$ cat src/rtl/alu_exec_unit_pkg.sv
`default_nettype none
// ============================================================================
//  Module   : alu_defs (package)
//  Purpose  : Shared definitions for the execute-stage ALU: ALU control
//             codes, FSM state encoding, shift-kind encoding and the
//             is_shift() decode helper.
//  Ports    : none (package)
//  Revision : 1.0  initial release
// ============================================================================
package alu_defs;

  // ALU control codes as produced by the upstream ALU control decoder
  localparam logic [4:0] ALU_AND = 5'b00000;
  localparam logic [4:0] ALU_OR  = 5'b00001;
  localparam logic [4:0] ALU_ADD = 5'b00010;
  localparam logic [4:0] ALU_SUB = 5'b00110;
  localparam logic [4:0] ALU_SLT = 5'b00111;
  localparam logic [4:0] ALU_NOR = 5'b01100;
  localparam logic [4:0] ALU_XOR = 5'b01101;
  localparam logic [4:0] ALU_SLL = 5'b10000;
  localparam logic [4:0] ALU_SRL = 5'b11000;
  localparam logic [4:0] ALU_SRA = 5'b11001;

  // FSM state encoding
  localparam int unsigned STATE_W = 2;
  typedef logic [STATE_W-1:0] state_t;
  localparam state_t ST_IDLE  = 2'd0;
  localparam state_t ST_SHIFT = 2'd1;
  localparam state_t ST_DONE  = 2'd2;

  // Kind of serial shift currently in flight
  typedef enum logic [1:0] {
    SK_SLL = 2'd0,
    SK_SRL = 2'd1,
    SK_SRA = 2'd2
  } shift_kind_t;

  function automatic logic is_shift(input logic [4:0] ctl);
    return (ctl == ALU_SLL) || (ctl == ALU_SRL) || (ctl == ALU_SRA);
  endfunction

  function automatic shift_kind_t shift_kind(input logic [4:0] ctl);
    shift_kind_t k;
    case (ctl)
      ALU_SRL: k = SK_SRL;
      ALU_SRA: k = SK_SRA;
      default: k = SK_SLL;
    endcase
    return k;
  endfunction

endpackage
`default_nettype wire

$ cat src/rtl/alu_exec_unit_comb_core.sv
`default_nettype none
// ============================================================================
//  Module   : alu_comb_core
//  Purpose  : Single-cycle combinational ALU: AND/OR/ADD/SUB/SLT/NOR/XOR
//             with signed-overflow detection. Unlisted codes act as ADD.
//  Ports    : ALUCtl   in  5      operation code
//             Sign     in  1      signed SLT compare / overflow enable
//             A, B     in  WIDTH  operands
//             Result   out WIDTH  combinational result
//             Overflow out 1      signed overflow (ADD/SUB only)
//  Revision : 1.0  initial release
// ============================================================================
module alu_comb_core
  import alu_defs::*;
#(
  parameter int WIDTH = 32
) (
  input  logic [4:0]       ALUCtl,
  input  logic             Sign,
  input  logic [WIDTH-1:0] A,
  input  logic [WIDTH-1:0] B,
  output logic [WIDTH-1:0] Result,
  output logic             Overflow
);

  localparam int MSB = WIDTH - 1;

  logic [WIDTH-1:0] sum;
  logic [WIDTH-1:0] diff;
  logic             lt;
  logic             add_ovf;
  logic             sub_ovf;

  assign sum  = A + B;
  assign diff = A - B;
  assign lt   = Sign ? ($signed(A) < $signed(B)) : (A < B);

  // Signed overflow: result sign disagrees with A when the operation could
  // not legitimately have changed it (like signs for ADD, unlike for SUB).
  assign add_ovf = Sign & (A[MSB] == B[MSB]) & (sum[MSB]  != A[MSB]);
  assign sub_ovf = Sign & (A[MSB] != B[MSB]) & (diff[MSB] != A[MSB]);

  always_comb begin
    Result   = sum;
    Overflow = 1'b0;
    case (ALUCtl)
      ALU_AND: Result = A & B;
      ALU_OR:  Result = A | B;
      ALU_SUB: begin
        Result   = diff;
        Overflow = sub_ovf;
      end
      ALU_SLT: Result = {{(WIDTH-1){1'b0}}, lt};
      ALU_NOR: Result = ~(A | B);
      ALU_XOR: Result = A ^ B;
      default: begin
        Result   = sum;
        Overflow = add_ovf;
      end
    endcase
  end

endmodule
`default_nettype wire

$ cat src/rtl/alu_exec_unit.sv
`default_nettype none
// ============================================================================
//  Module   : alu_exec_unit
//  Purpose  : Execute-stage ALU of the multicycle MIPS datapath. Logical and
//             arithmetic ops complete in one cycle; shifts use a serial
//             1-bit/cycle shifter. Valid/ready on both sides, with Result,
//             Zero and Overflow registered and held until accepted.
//  Ports    : clk, reset            clock, sync active-high reset
//             in_valid / in_ready   operation handshake (ready only in IDLE)
//             ALUCtl, Sign          control code, signed-mode flag
//             A, B, Shamt           operands and shift amount
//             flush                 abort in-flight operation
//             out_valid / out_ready result handshake
//             Result, Zero, Overflow registered outputs
//  Revision : 1.0  initial release
// ============================================================================
module alu_exec_unit
  import alu_defs::*;
#(
  parameter  int WIDTH = 32,
  localparam int SHW   = $clog2(WIDTH)
) (
  input  logic             clk,
  input  logic             reset,
  input  logic             in_valid,
  output logic             in_ready,
  input  logic [4:0]       ALUCtl,
  input  logic             Sign,
  input  logic [WIDTH-1:0] A,
  input  logic [WIDTH-1:0] B,
  input  logic [SHW-1:0]   Shamt,
  input  logic             flush,
  output logic             out_valid,
  input  logic             out_ready,
  output logic [WIDTH-1:0] Result,
  output logic             Zero,
  output logic             Overflow
);

  // --------------------------------------------------------------------------
  // State
  // --------------------------------------------------------------------------
  state_t           state_q,  state_d;
  logic [WIDTH-1:0] result_q, result_d;
  logic             zero_q,   zero_d;
  logic             ovf_q,    ovf_d;
  logic [WIDTH-1:0] shreg_q,  shreg_d;
  logic [SHW-1:0]   cnt_q,    cnt_d;
  shift_kind_t      kind_q,   kind_d;

  // --------------------------------------------------------------------------
  // Combinational helpers
  // --------------------------------------------------------------------------
  logic [WIDTH-1:0] core_result;
  logic             core_ovf;
  logic             accept;
  logic             op_is_shift;
  logic             load_shift;
  logic             last_step;
  logic [WIDTH-1:0] imm_result;
  logic             imm_ovf;
  logic [WIDTH-1:0] shift_next;

  alu_comb_core #(
    .WIDTH (WIDTH)
  ) u_core (
    .ALUCtl   (ALUCtl),
    .Sign     (Sign),
    .A        (A),
    .B        (B),
    .Result   (core_result),
    .Overflow (core_ovf)
  );

  assign op_is_shift = is_shift(ALUCtl);
  assign accept      = (state_q == ST_IDLE) & in_valid & ~flush;
  // A zero-distance shift is just B and completes like a one-cycle op
  assign load_shift  = accept & op_is_shift & (Shamt != '0);
  assign last_step   = (cnt_q == SHW'(1));

  assign imm_result  = op_is_shift ? B : core_result;
  assign imm_ovf     = op_is_shift ? 1'b0 : core_ovf;

  // One-bit step of the serial shifter
  always_comb begin
    shift_next = shreg_q;
    case (kind_q)
      SK_SLL:  shift_next = {shreg_q[WIDTH-2:0], 1'b0};
      SK_SRL:  shift_next = {1'b0, shreg_q[WIDTH-1:1]};
      default: shift_next = {shreg_q[WIDTH-1], shreg_q[WIDTH-1:1]};
    endcase
  end

  // --------------------------------------------------------------------------
  // FSM: state register (with datapath registers)
  // --------------------------------------------------------------------------
  always_ff @(posedge clk) begin
    if (reset) begin
      state_q  <= ST_IDLE;
      result_q <= '0;
      zero_q   <= 1'b0;
      ovf_q    <= 1'b0;
      shreg_q  <= '0;
      cnt_q    <= '0;
      kind_q   <= SK_SLL;
    end else begin
      state_q  <= state_d;
      result_q <= result_d;
      zero_q   <= zero_d;
      ovf_q    <= ovf_d;
      shreg_q  <= shreg_d;
      cnt_q    <= cnt_d;
      kind_q   <= kind_d;
    end
  end

  // --------------------------------------------------------------------------
  // FSM: next-state logic
  // --------------------------------------------------------------------------
  always_comb begin
    state_d = state_q;
    case (state_q)
      ST_IDLE: begin
        if (accept) begin
          state_d = load_shift ? ST_SHIFT : ST_DONE;
        end
      end
      ST_SHIFT: begin
        if (flush) begin
          state_d = ST_IDLE;
        end else if (last_step) begin
          state_d = ST_DONE;
        end
      end
      ST_DONE: begin
        if (flush || out_ready) begin
          state_d = ST_IDLE;
        end
      end
      default: state_d = ST_IDLE;
    endcase
  end

  // --------------------------------------------------------------------------
  // FSM: outputs
  // --------------------------------------------------------------------------
  always_comb begin
    in_ready  = (state_q == ST_IDLE);
    out_valid = (state_q == ST_DONE);
  end

  assign Result   = result_q;
  assign Zero     = zero_q;
  assign Overflow = ovf_q;

  // --------------------------------------------------------------------------
  // Datapath next values. Result/Zero/Overflow only change when a final
  // value is produced, so they hold through DONE, flush and idle cycles.
  // --------------------------------------------------------------------------
  always_comb begin
    result_d = result_q;
    zero_d   = zero_q;
    ovf_d    = ovf_q;
    shreg_d  = shreg_q;
    cnt_d    = cnt_q;
    kind_d   = kind_q;

    if (load_shift) begin
      shreg_d = B;
      cnt_d   = Shamt;
      kind_d  = shift_kind(ALUCtl);
    end else if (accept) begin
      result_d = imm_result;
      zero_d   = (imm_result == '0);
      ovf_d    = imm_ovf;
    end

    if ((state_q == ST_SHIFT) && !flush) begin
      shreg_d = shift_next;
      cnt_d   = cnt_q - SHW'(1);
      if (last_step) begin
        result_d = shift_next;
        zero_d   = (shift_next == '0);
        ovf_d    = 1'b0;
      end
    end
  end

endmodule
`default_nettype wire

$ cat config.mk
export PLATFORM = sky130hd
export DESIGN_NAME = alu_exec_unit
export DESIGN_NICKNAME = d
export VERILOG_FILES = /design/src/rtl/alu_exec_unit_pkg.sv /design/src/rtl/alu_exec_unit_comb_core.sv /design/src/rtl/alu_exec_unit.sv
export SDC_FILE = /design/constraint.sdc
export NUM_CORES = 1
export LEC_CHECK = 0
export ABC_AREA = 1
export CELL_PAD_IN_SITES_DETAIL_PLACEMENT = 0
export CELL_PAD_IN_SITES_GLOBAL_PLACEMENT = 1
export CORE_MARGIN = 4
export CORE_UTILIZATION = 40
export CTS_CLUSTER_SIZE = 10
export DETAILED_ROUTE_END_ITERATION = 12
export GPL_TIMING_DRIVEN = 0
export PLACE_DENSITY_LB_ADDON = 0.25
export SYNTH_ARGS = -nofsm -noshare
export SYNTH_HDL_FRONTEND = slang
export SYNTH_SLANG_ARGS = --single-unit
$ cat constraint.sdc
create_clock -name clk -period 3.06 [get_ports clk]
set_input_delay 0.612 -clock clk [delete_from_list [all_inputs] [get_ports clk]]
set_output_delay 0.612 -clock clk [all_outputs]
set_load 0.005 [all_outputs]
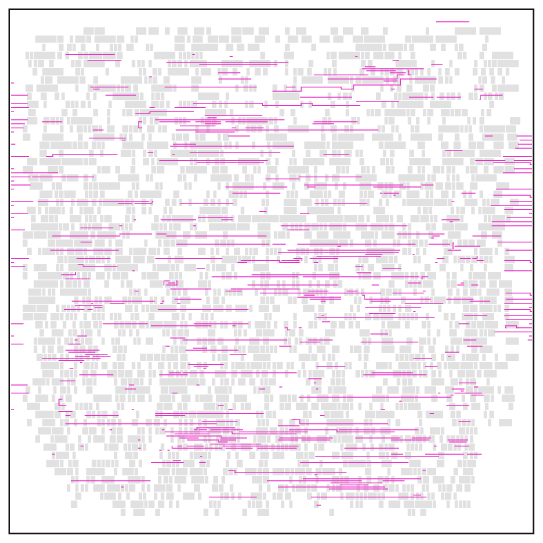
(images/met3.png)
Scale: 3 px per um. Cells faint in the background.
nets with wire on the layer = 299
share of all routed wire = 7.8%
main direction = horizontal
longest straight run = 67.2 um
GRT met3 Usage: 0.0411
final WL: 52500 um
via count: 14600

==> impl_metrics.yaml <==
# generated from flow reports
status:
  status: "completed"
critical_path:
  cp-end-kind: "flip-flop"
  cp_num_buf_inv: 2
  crit_required_ps: 3340
  r2r-start: "kind_q[1]"
drt:
  met1Wirelength_um: 22600
  initialDrtViolationCount: 1417
synthesis:
  ys_sh_mux: 0
  synthTopLogicFamily: "simple AND/OR/NAND/NOR gates"
floorplanning:
  fp_util: 0.408
  die_area_um2: 30400
layout:
  buffers: 270
  fin_nets: 2441
  inverters_excl_clock: 345
pwr:
  power_w: 0.00447
global_routing:
  grt_overflow: 0
  met2_usage: 0.517
place:
  dpl.cell_count: 2557
sta:
  relSlewSlack: 0.498
  max_freq_mhz: 330
  fin_ws_ps: 25.4
  hold_slack_ps: 473
clock_network:
  cts_sinks: 75
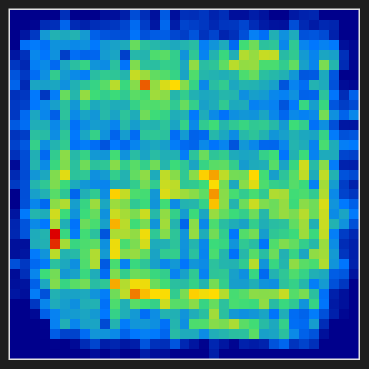
(images/wire_density.png)
Scale: 2 px per um. The die is cut into 35 by 35 equal tiles; dark blue is low, red is high, scaled to the fullest tile. Values are wire area over tile area, all layers added.
fullest tile = 0.85
mean over tiles = 0.29
tiles over half the peak = 21%
nearly empty tiles = 7.8%
densest ninth of the die = middle
wire length per cell: 19.9 um
GRT Total Usage: 0.322

[worst min-delay path, delay by kind of cell (launching register included)]
| kind | cells | cell delay, ps |
|---|---|---|
| compound gates | 1 | 60 |
| buf+inv | 1 | 70 |
| flops | 1 | 300 |
[sequential cells by signal, summed over array words and instances, names as in the netlist]
name / cells
Result: 32
shreg_q: 32
state_q: 2
Overflow: 1
cnt_q: 5
kind_q: 2
Zero: 1
[worst max-delay path by stage]
stage | from | to | slack, ps | depth (start not counted)
finish | kind_q[1] | Zero | 30 | 7
CTS | B[26] | Zero | 0.3 | 24
global placement | B[8] | Zero | -1110 | 22
detailed placement | B[4] | Zero | -1160 | 21
floorplan | A[0] | Zero | 450 | 19
global route | B[2] | Zero | -30 | 22
Power is estimated from default activity; no workload was simulated.
